### src/rtl/activations_sequencer.sv
// Tile-level sequencer for the 32-row activation array: issues one start per tile,
// tracks row 0's valid to find tile end, steps the tile address and flags host collisions.
module activations_sequencer #(
    parameter int GAP_CYCLES = 2,
    parameter int TIMEOUT    = 4096
) (
    input  logic        clk,
    input  logic        reset,
    input  logic        desc_valid,
    output logic        desc_ready,
    input  logic [4:0]  desc_last_row,
    input  logic [10:0] desc_addr_start,
    input  logic [10:0] desc_stride,
    input  logic [5:0]  desc_batch,
    input  logic [7:0]  desc_num_tiles,
    input  logic        abort,
    input  logic        host_access,
    input  logic        clr_err,
    input  logic [31:0] activation_in_valid,
    output logic        start,
    output logic [4:0]  last_row,
    output logic [10:0] addr_start,
    output logic [5:0]  batch,
    output logic        busy,
    output logic        done,
    output logic [7:0]  tiles_left,
    output logic        err_collision,
    output logic        err_timeout
);

    localparam int WD_W = $clog2(TIMEOUT + 1);

    typedef enum logic [2:0] {
        S_IDLE,
        S_ISSUE,
        S_WAIT_FIRST,
        S_STREAM,
        S_GAP,
        S_FINISH
    } state_e;

    state_e          state_q, state_d;
    logic [4:0]      last_row_q;
    logic [10:0]     addr_q;
    logic [10:0]     stride_q;
    logic [5:0]      batch_q;
    logic [7:0]      tiles_q;
    logic [WD_W-1:0] wd_cnt_q;
    logic [3:0]      gap_cnt_q;
    logic            err_coll_q;
    logic            err_tmo_q;

    logic row0_valid;
    logic accept;
    logic wd_expired;
    logic gap_done;
    logic aborting;
    logic unused_rows;

    // Only row 0 paces the tile; the other rows follow it inside the array.
    assign row0_valid  = activation_in_valid[0];
    assign unused_rows = &{1'b0, activation_in_valid[31:1]};

    assign accept     = desc_valid && (state_q == S_IDLE);
    assign wd_expired = (state_q == S_WAIT_FIRST) && !row0_valid
                        && (wd_cnt_q == WD_W'(TIMEOUT - 1));
    assign gap_done   = (gap_cnt_q == 4'(GAP_CYCLES - 1));
    assign aborting   = abort && (state_q != S_IDLE);

    always_ff @(posedge clk or posedge reset) begin
        if (reset) begin
            state_q <= S_IDLE;
        end else begin
            state_q <= state_d;
        end
    end

    always_comb begin
        state_d = state_q;
        case (state_q)
            S_IDLE: begin
                if (accept) begin
                    state_d = (desc_num_tiles == 8'd0) ? S_FINISH : S_ISSUE;
                end
            end
            S_ISSUE:      state_d = S_WAIT_FIRST;
            S_WAIT_FIRST: begin
                if (row0_valid) begin
                    state_d = S_STREAM;
                end else if (wd_expired) begin
                    state_d = S_IDLE;
                end
            end
            S_STREAM: begin
                if (!row0_valid) begin
                    state_d = (tiles_q != 8'd0) ? S_GAP : S_FINISH;
                end
            end
            S_GAP: begin
                if (gap_done) begin
                    state_d = S_ISSUE;
                end
            end
            S_FINISH:     state_d = S_IDLE;
            default:      state_d = S_IDLE;
        endcase
        if (aborting) begin
            state_d = S_IDLE;
        end
    end

    always_comb begin
        desc_ready = (state_q == S_IDLE);
        busy       = (state_q != S_IDLE);
        start      = (state_q == S_ISSUE);
        done       = (state_q == S_FINISH);
    end

    // Tile parameters move only on accept or when a finished tile hands over to the gap.
    always_ff @(posedge clk or posedge reset) begin
        if (reset) begin
            last_row_q <= '0;
            addr_q     <= '0;
            stride_q   <= '0;
            batch_q    <= '0;
            tiles_q    <= '0;
            wd_cnt_q   <= '0;
            gap_cnt_q  <= '0;
            err_coll_q <= 1'b0;
            err_tmo_q  <= 1'b0;
        end else begin
            if (accept) begin
                last_row_q <= desc_last_row;
                addr_q     <= desc_addr_start;
                stride_q   <= desc_stride;
                batch_q    <= desc_batch;
                tiles_q    <= desc_num_tiles;
            end

            if (aborting) begin
                tiles_q <= '0;
            end else if (state_q == S_ISSUE) begin
                tiles_q <= tiles_q - 8'd1;
            end

            if (!aborting && (state_q == S_STREAM) && !row0_valid && (tiles_q != 8'd0)) begin
                addr_q <= addr_q + stride_q;
            end

            if (state_q == S_ISSUE) begin
                wd_cnt_q <= '0;
            end else if (state_q == S_WAIT_FIRST) begin
                wd_cnt_q <= wd_cnt_q + 1'b1;
            end

            if (state_q == S_GAP) begin
                gap_cnt_q <= gap_cnt_q + 4'd1;
            end else begin
                gap_cnt_q <= '0;
            end

            if (host_access && busy) begin
                err_coll_q <= 1'b1;
            end else if (clr_err) begin
                err_coll_q <= 1'b0;
            end

            if (wd_expired && !aborting) begin
                err_tmo_q <= 1'b1;
            end else if (clr_err) begin
                err_tmo_q <= 1'b0;
            end
        end
    end

    assign last_row      = last_row_q;
    assign addr_start    = addr_q;
    assign batch         = batch_q;
    assign tiles_left    = tiles_q;
    assign err_collision = err_coll_q;
    assign err_timeout   = err_tmo_q;

endmodule

### config.mk
export PLATFORM = sky130hd
export DESIGN_NAME = activations_sequencer
export DESIGN_NICKNAME = d
export VERILOG_FILES = /design/src/rtl/activations_sequencer.sv
export SDC_FILE = /design/constraint.sdc
export NUM_CORES = 1
export LEC_CHECK = 0
export ABC_CLOCK_PERIOD_IN_PS = 2100
export CAP_MARGIN = 20
export CORE_MARGIN = 2
export CORE_UTILIZATION = 42
export CTS_CLUSTER_DIAMETER = 40
export CTS_CLUSTER_SIZE = 16
export DETAILED_ROUTE_END_ITERATION = 8
export PLACE_DENSITY = 0.77
export SYNTH_ARGS = -nofsm -noshare
export SYNTH_HDL_FRONTEND = slang
export SYNTH_SLANG_ARGS = --single-unit
### constraint.sdc
create_clock -name clk -period 2.1 [get_ports clk]
set_clock_uncertainty 0.2 [all_clocks]
set_input_delay 0.42 -clock clk [delete_from_list [all_inputs] [get_ports clk]]
set_output_delay 0.42 -clock clk [all_outputs]
set_load 0.01 [all_outputs]
==> Slide: Implementation Results, run 1 <==
Synthesis and Place & Route Summary

Floorplan
  • Initial core utilization: 43.7%
  • Chip Area: 9350 um2

Worst setup path
  • Critical Path Start Type: register
  • Crit-path cells: ha_4, inv_2, fa_2, nand2b_4, a211oi_4, o21ai_2, mux2i_1, a221oi_2
  • Endpoint class of the critical path: register
  • Critical Path RT: 2.15 ns

Global route
  • Vias in the first global route: 3412
  • Antenna violations before repair: 0

STA
  • Fmax: 0.443 GHz
  • RSZ-0062 raised after global routing: yes
  • Final setup margin: -0.159 ns
  • Final setup fails: 4

Yosys
  • Synth Area in Compound Gates: 16.7%
  • Top cells by area: dfrtp_1 (44%), mux2_2 (6.9%), ha_1 (5.2%), o21ai_0 (4.6%), nor2_1 (3.6%)
  • Ys cells: 368
  • Post-synth top area cell: dfrtp_1
  • Dominant cell area share: 43.7%
  • Post-Synthesis Cells: 368
  • Main flop type: dfrtp_1
  • Library cells used by synthesis: 64
  • Mapped Area: 3610 um2

Clock network
  • Late-Pin Clk Latency: 0.34 ns
  • CTS Sinks: 63

Status
  • Failing checks: setup timing
  • Outcome: finished, violations left

Pwr
  • Tot Pwr: 7.97 mW
  • Pwr Density: 1480 nW/um2

Place
  • Routability congestion estimate: 0.913

Run
  • Max_cap viols: 0

Final layout
  • Most frequent cells in the layout: clkdlybuf4s50_1 (77), dfrtp_1 (63), buf_4 (48), nor2_1 (34), o21ai_0 (27)
  • Layout cells sized above 1: 25.4%

Drt
  • Final antenna-violating net count: 0
run 1: registers in the layout, summed over array words and instances (netlist names):
name / cells
state_q: 3
err_timeout: 1
err_collision: 1
gap_cnt_q: 4
wd_cnt_q: 13
last_row: 5
tiles_left: 8
stride_q: 11
batch: 6
addr_start: 11
run 1: through the flow:
stage          utilization (%)  setup TNS, ns  instances  area (um2)
2_1_floorplan                -        -0.0742        368        3630
3_3_place_gp              59.2          -6.52        588        4880
3_5_place_dp              59.2          -7.43        588        4880
4_1_cts                   62.5         -0.308        607        5160
5_1_grt                   65.0          -1.10        616        5360
6_report                  65.0         -0.387        616        5360
run 1: cells in the mapped netlist, types with 2 or more instances:
master	count
dfrtp_1	63
nor2_1	35
o21ai_0	33
nand2_1	25
mux2_2	22
a21oi_1	18
nand3_1	17
inv_1	16
ha_1	15
mux2i_1	11
nand4_1	7
buf_2	6
nor3_1	6
a211oi_1	5
nand2b_1	5
nor2b_1	5
a22oi_1	4
a31oi_1	4
nor4_1	4
o211ai_1	4
or3_1	4
xor2_1	4
clkbuf_1	3
o31ai_1	3
or4_1	3
a211o_1	2
buf_6	2
clkbuf_8	2
nand3b_1	2
nor3b_1	2
o21ai_1	2
or3b_2	2
run 1: where the power goes:
part | internal, mW | switching, mW
sequential | 1.65 | 0.341
clock | 0.701 | 0.503
combinational | 2.43 | 2.34
run 1: worst max-delay path: cells and delay by family (launching register included):
kind / cells / cell delay (ns)
compound gates: 3 / 0.67
fa+ha+maj: 2 / 0.52
buf+inv: 1 / 0.04
flops: 1 / 0.40
mux: 1 / 0.15
simple gates: 1 / 0.17
run 1: layer usage:
metal	wire length, um	GRT usage, %
met4	326	8.88
met2	5510	36.2
met1	4200	26.1
met5	0	0
met3	392	2.02
run 1: final timing paths:
kind                       slack (ns)         from              to  cells past startpoint
setup / recovery                -0.16  stride_q[0]  addr_start[10]                      8
hold / removal                   0.29  wd_cnt_q[9]     wd_cnt_q[9]                      1
setup reg to reg                -0.16  stride_q[0]  addr_start[10]                      8
hold reg to reg                  0.29  wd_cnt_q[9]     wd_cnt_q[9]                      1
max in group asynchronous        1.11        reset   addr_start[9]                      3
min in group asynchronous        0.32        reset     stride_q[2]                      3
run 1: kinds of logic after synthesis:
kind of cell | after synthesis
simple gates | 126
compound gates | 94
flops | 63
mux | 33
buf+inv | 31
fa+ha+maj | 16
xor+xnor | 5
run 1: cell type report:
class,count,area [um2]
clock buffers,11,141
fillers,643,2890
well taps,105,131
flip-flops and latches,63,1580
multi-input cells,274,2020
repair buffers,142,1350
inverters,16,63.8
clock inverters,5,81.3
run 1: repair_timing:
action | CTS | global route
setup endpoints to repair | 9 | 26
pin swaps | 6 | 8
gates resized | 16 | 33
endpoints found under the hold margin | 0 | 0
cloned | 0 | 1
buffers inserted | 3 | 9
**Run 1: M1 wires**

Scale: 4 px per um.
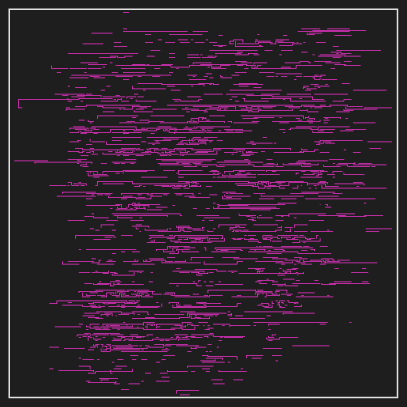
- main direction: horizontal
- share of all routed wire: 40%
- longest straight run: 31.4 um
- wire length on this layer: 4200 um
M1 GR Usage: 26.1%
Vias: 3497
WL final: 10400 um

**Run 1: congestion heat map**

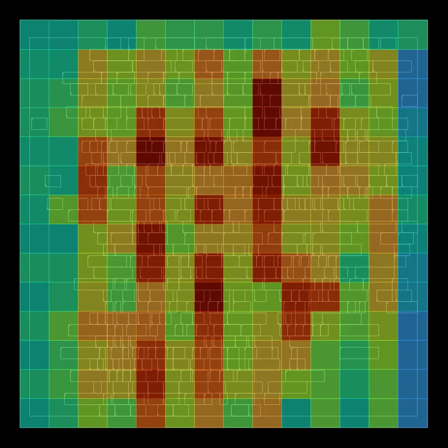
Total Routing Usage GR: 20.7%
GR Layer Usage met3: 2.02%
grt peak-use layer: met2
met2 GRT Util: 36.2%
Finished Core Util: 65.0%

**Run 1: drive-strength map**

Scale: 4 px per um.
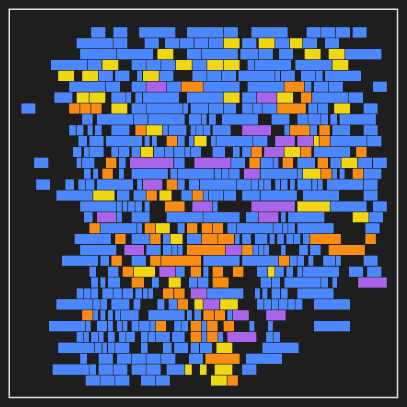
- orange: _3 and _4 cells (cells 64; share 13%; most used buf_4)
- purple: _6 and larger (cells 23; share 4.5%; most used clkbuf_8)
- yellow: _2 cells (cells 43; share 8.4%; most used mux2_2)
- blue: _0 and _1 cells (cells 381; share 75%; most used clkdlybuf4s50_1)
Non-clk bufs: 142
final setup margin: -0.159 ns

==> run 1 -> run 2 <==
- CTS_BUF_LIST: default -> sky130_fd_sc_hd__clkbuf_4 sky130_fd_sc_hd__clkbuf_8 sky130_fd_sc_hd__clkbuf_16
**Run 2: M1 wires**

Scale: 4 px per um.
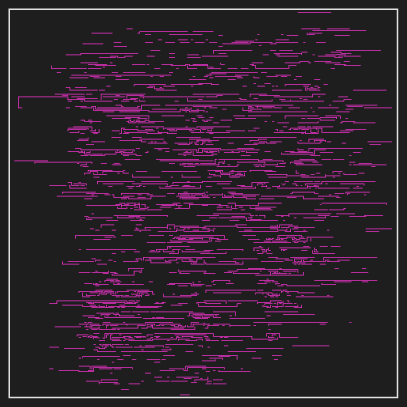
- wire length on this layer: 4110 um
- share of all routed wire: 40%
Vias: 3434
M1 GR Usage: 26.0%
WL final: 10200 um

**Run 2: drive-strength map**

Scale: 4 px per um.
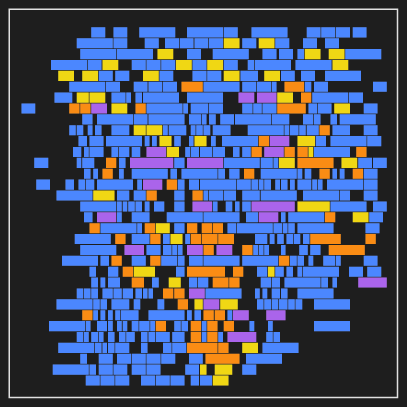
- blue: _0 and _1 cells (cells 382; share 75%; most used clkdlybuf4s50_1)
- purple: _6 and larger (cells 22; share 4.3%; most used clkbuf_8)
- yellow: _2 cells (cells 42; share 8.3%; most used mux2_2)
- orange: _3 and _4 cells (cells 62; share 12%; most used buf_4)
final setup margin: -0.160 ns
finished layout cell area: 5330 um2
Non-clk bufs: 139
P&R area growth vs syn: 47.6%

==> run 2 against run 1 <==
The run still ends with setup timing left. Largest cell class unchanged. Critical path type unchanged. Register-to-register slack hardly changed. Worst setup slack worse by 0.00071 ns. Die area unchanged. Synthesized area stayed put. Critical endpoint unchanged. Hold slack improved by 0.0054 ns. Combinational power shrank 3%. Maximum frequency is essentially flat.
==> Slide: Implementation Results, run 2 <==
Synthesis and Place & Route Summary

Floorplan
  • Chip Area: 9350 um2 (unchanged)

Pwr
  • Internal power: 4.72 mW (-1.2%)

Status
  • Failing checks: setup timing
  • Outcome: finished, violations left

STA
  • Final setup margin: -0.160 ns (-0.000713 ns)
  • Final setup fails: 5 (+1)

Worst setup path
  • Reg-to-Reg Start: stride_q[0]
  • Critical Path RT: 2.15 ns (about the same)
  • Reg2Reg Depth: 8 (unchanged)

Run
  • Max_cap viols: 0 (unchanged)

Clock network
  • CTS Sinks: 63 (unchanged)
  • Late-Pin Clk Latency: 0.34 ns (about the same)

Final layout
  • Number of flip-flops in the largest register: 13 (unchanged)
  • Largest Register: wd_cnt_q
  • Most frequent cells in the layout: clkdlybuf4s50_1 (79), dfrtp_1 (63), buf_4 (46), nor2_1 (34), o21ai_0 (29)
  • Layout cells sized above 1: 24.8% (-0.64 points)

Yosys
  • Top cells by area: dfrtp_1 (44%), mux2_2 (6.9%), ha_1 (5.2%), o21ai_0 (4.6%), nor2_1 (3.6%)
  • Mapped Area: 3610 um2 (unchanged)
  • Library cells used by synthesis: 64 (unchanged)

Drt
  • Final antenna-violating net count: 0 (unchanged)
**Run 2: a small window of the routed layout**

Window x 12 to 37, y 60 to 85 um. Cells in gray, sequential cells in the stronger gray; small squares are vias.
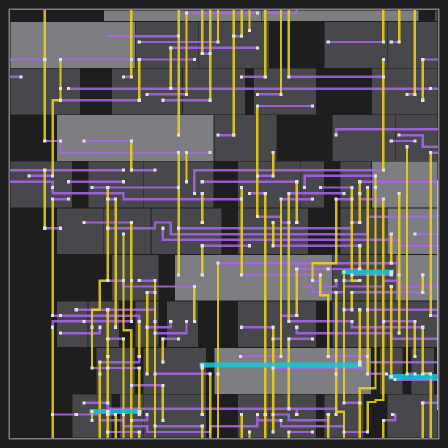
- yellow: metal 2
- purple: metal 1
- cyan: metal 3
- sequential cells in the window: 4
- cells with their middle in the window: 47
- netlist names of flops here include: stride_q (3), addr_start (1)
- most frequent: mux2_2 (7), clkdlybuf4s50_1 (7), mux2i_1 (5)

-- run 2: repair_timing --
action,CTS,global route
cloned,0,2
pin swaps,3,9
setup buffers,0,7
gates resized,15,26
endpoints found under the setup margin,10,25
-- run 2: per-stage QoR --
step	instance area (um2)	power, mW	setup TNS [ns]	instances
CTS	5140	7.50	-0.281	604
detailed placement	4880	6.16	-7.43	588
global route	5330	8.37	-1.32	613
floorplan	3630	4.40	-0.0742	368
finish	5330	7.86	-0.360	613
global placement	4880	5.97	-6.52	588
-- run 2: final timing paths --
kind                                   to  slack, ns
setup / recovery           addr_start[10]      -0.16
setup reg to reg           addr_start[10]      -0.16
hold / removal                wd_cnt_q[9]       0.29
min in group asynchronous     stride_q[2]       0.32
max in group asynchronous   tiles_left[7]       1.10
hold reg to reg               wd_cnt_q[9]       0.29
-- run 2: per-layer routing --
metal / wire length [um] / GRT usage (%) / vias to the layer above
li1: - / - / 1623
met1: 4110 / 26.0 / 1673
met2: 5390 / 36.4 / 116
met3: 415 / 2.02 / 22
met4: 248 / 7.91 / 0
met5: 0 / 0 / -
-- run 2: worst max-delay path: cells and delay by family (launching register included) --
family / cells / cell delay, ns
fa+ha+maj: 2 / 0.53
flops: 1 / 0.41
buf+inv: 1 / 0.04
simple gates: 1 / 0.16
compound gates: 3 / 0.67
mux: 1 / 0.16
-- run 2: cells by family after synthesis --
family | share of synthesized area [%]
AOI/OAI and AO/OA | 16.7
xor gates and xnor gates | 1.21
adders and majority gates | 5.75
buffers and inverters | 4.51
DFF | 43.7
muxes | 9.91
and+or+nand+nor | 18.2
-- run 2: area by class of cell --
cell class | instances | area, um2
clock buffers | 11 | 145
well taps | 105 | 131
repair buffers | 139 | 1320
clock inverters | 5 | 81.3
fillers | 661 | 2930
flip-flops and latches | 63 | 1580
inverters | 16 | 63.8
multi-input cells | 274 | 2010
-- run 2: power groups by stage --
| stage | combinational (mW) | clock (mW) | sequential, mW |
|---|---|---|---|
| after CTS | 4.31 | 1.23 | 1.97 |
| after global routing | 5.04 | 1.28 | 2.05 |
| final | 4.65 | 1.22 | 1.99 |
| after global placement | 4.01 | 0 | 1.96 |
| after floorplan | 2.33 | 0 | 2.07 |
| after detailed placement | 4.18 | 0 | 1.99 |
==> run 2 -> run 3 <==
- RECOVER_POWER: default -> 25
==> run 3 against run 2 <==
Critical path type unchanged. Sequential share of layout area increased by 0.070 points. Die area stayed put. Utilization is 0.15 points lower. Total power is essentially flat. Final cell count did not move. Synthesized area did not move. Worst setup slack improved by 0.00091 ns. Largest power group unchanged. The run still ends with setup timing left. Critical endpoint unchanged. Hold slack improved by 0.0010 ns. Largest cell class unchanged. Clock power barely moved. Flip-flop count unchanged. Critical path depth unchanged. Synthesized cell count unchanged.
==> Slide: Implementation Results, run 3 <==
Synthesis and Place & Route Summary

Run
  • Max_cap viols: 0 (unchanged)

Global route
  • Antenna violations before repair: 0

Yosys
  • Mux area share: 9.91% (unchanged)
  • XORs/XNORs by Area: 1.21% (unchanged)
  • Synth Area in Compound Gates: 16.7% (unchanged)
  • Top cells by area: dfrtp_1 (44%), mux2_2 (6.9%), ha_1 (5.2%), o21ai_0 (4.6%), nor2_1 (3.6%)
  • Adder Share, Synth: 5.75% (unchanged)
  • Library cells used by synthesis: 64 (unchanged)
  • Synth Area in Simple Gates: 18.2% (unchanged)

Final layout
  • Number of flip-flops in the largest register: 13 (unchanged)
  • Largest Register: wd_cnt_q
  • P&R area growth vs syn: 47.2%
  • Layout cells sized above 1: 24.8% (unchanged)

Drt
  • Final antenna-violating net count: 0 (unchanged)
  • Vias/cell: 5.62

Worst setup path
  • Worst R2R End: addr_start[10]
  • CP endpoint: addr_start[10]
  • Reg-to-Reg Start: stride_q[0]
  • Critical-path maximum fanout: 3
  • Critical Path RT: 2.15 ns (about the same)
  • FF-to-FF setup slack: -0.16 ns (about the same)
  • Reg2Reg Depth: 8 (unchanged)

Clock network
  • Late-Pin Clk Latency: 0.34 ns (about the same)
  • CTS Sinks: 63 (unchanged)

Pwr
  • Internal power: 4.72 mW (about the same)

STA
  • Final setup margin: -0.159 ns (+0.000908 ns)
  • Final setup fails: 5 (unchanged)
  • Setup TNS: -0.365 ns (-0.00430 ns)

Status
  • Failing checks: setup timing
  • Outcome: finished, violations left

Floorplan
  • Chip Area: 9350 um2 (unchanged)
-- run 3: cell counts after synthesis --
No cell type changed its count.
-- run 3: layer usage --
layer	vias to the layer above	wire, um	global-route usage [%]
met3	20	356	2.02
met5	-	0	0
li1	1623	-	-
met1	1690	4140	26.0
met4	0	255	7.91
met2	113	5400	36.4
-- run 3: area by class of cell --
class	count	area, um2
Fill cell	663	2940
Multi-Input combinational cell	274	2010
Sequential cell	63	1580
Timing Repair Buffer	139	1310
Clock buffer	11	145
Tap cell	105	131
Clock inverter	5	81.3
Inverter	16	63.8
-- run 3: logic make-up (layout without fill, tap and decap cells) --
family,Yosys count,count (layout)
mux,33,33
flops,63,63
fa+ha+maj,16,16
simple gates,126,126
buf+inv,31,171
xor+xnor,5,5
compound gates,94,94
-- run 3: worst max-delay path, stage by stage, from the launching register on --
cell and delay [ns]:
dfrtp_1 0.41, ha_4 0.17, inv_2 0.04, fa_2 0.35
nand2b_4 0.16, a211oi_4 0.29, o21ai_2 0.13, mux2i_1 0.16
a221oi_2 0.25
-- run 3: how the worst min path moves through the flow --
| stage | start | endpoint | cells after the start |
|---|---|---|---|
| floorplan | wd_cnt_q[9] | wd_cnt_q[9] | 1 |
| global placement | wd_cnt_q[9] | wd_cnt_q[9] | 1 |
| detailed placement | wd_cnt_q[9] | wd_cnt_q[9] | 1 |
| CTS | wd_cnt_q[9] | wd_cnt_q[9] | 1 |
| global route | wd_cnt_q[9] | wd_cnt_q[9] | 1 |
| finish | gap_cnt_q[0] | gap_cnt_q[0] | 1 |
-- run 3: power by group through the flow --
| stage | registers [mW] | clock network, mW | logic (mW) |
|---|---|---|---|
| finish | 1.99 | 1.22 | 4.66 |
| global route | 2.05 | 1.28 | 5.04 |
| CTS | 1.97 | 1.23 | 4.31 |
| detailed placement | 1.99 | 0 | 4.18 |
| global placement | 1.96 | 0 | 4.01 |
| floorplan | 2.07 | 0 | 2.33 |
-- run 3: through the flow --
| step | std cells | util (%) | area, um2 | power, mW |
|---|---|---|---|---|
| 5_1_grt | 613 | 64.4 | 5320 | 8.37 |
| 3_5_place_dp | 588 | 59.2 | 4880 | 6.16 |
| 4_1_cts | 604 | 62.2 | 5140 | 7.50 |
| 2_1_floorplan | 368 | - | 3630 | 4.40 |
| 3_3_place_gp | 588 | 59.2 | 4880 | 5.97 |
| 6_report | 613 | 64.4 | 5320 | 7.86 |
-- run 3: repair_timing --
item	CTS	global route
setup buffers	0	7
cloned	0	2
pin swaps	3	9
hold buffers	0	0
setup endpoints to repair	10	25
resized	15	26
**Run 3: congestion heat map**

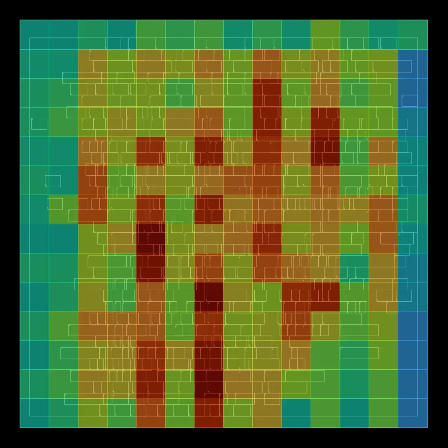
Total Routing Usage GR: 20.6%
Routed wire per std cell: 16.6 um

**Run 3: M1 wires**

Scale: 4 px per um.
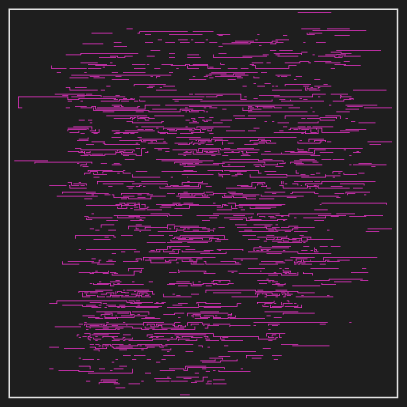
- share of all routed wire: 41%
- wire length on this layer: 4140 um
- longest straight run: 31.9 um
- main direction: horizontal
- nets with wire on the layer: 529
WL final: 10100 um
Vias: 3446

**Run 3: cells colored by class**

Scale: 4 px per um.
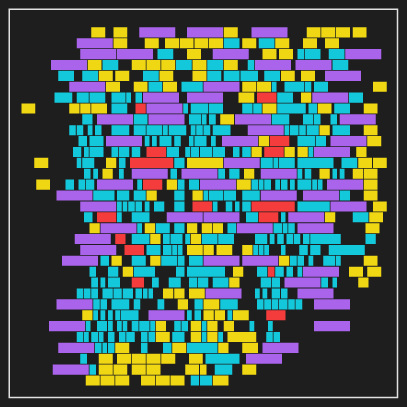
- purple: sequential cells (cells 63; share of their area 30%)
- yellow: remaining buffers and delay cells (cells 139; share of their area 25%)
- cyan: combinational and other logic (cells 290; share of their area 40%)
- red: clock drivers and dummy loads (cells 16; share of their area 4.4%)
Row Count: 33
Seq area share: 29.7%
Finished Core Util: 64.4%
finished layout cell area: 5320 um2

Power and IR drop assume default switching activity.
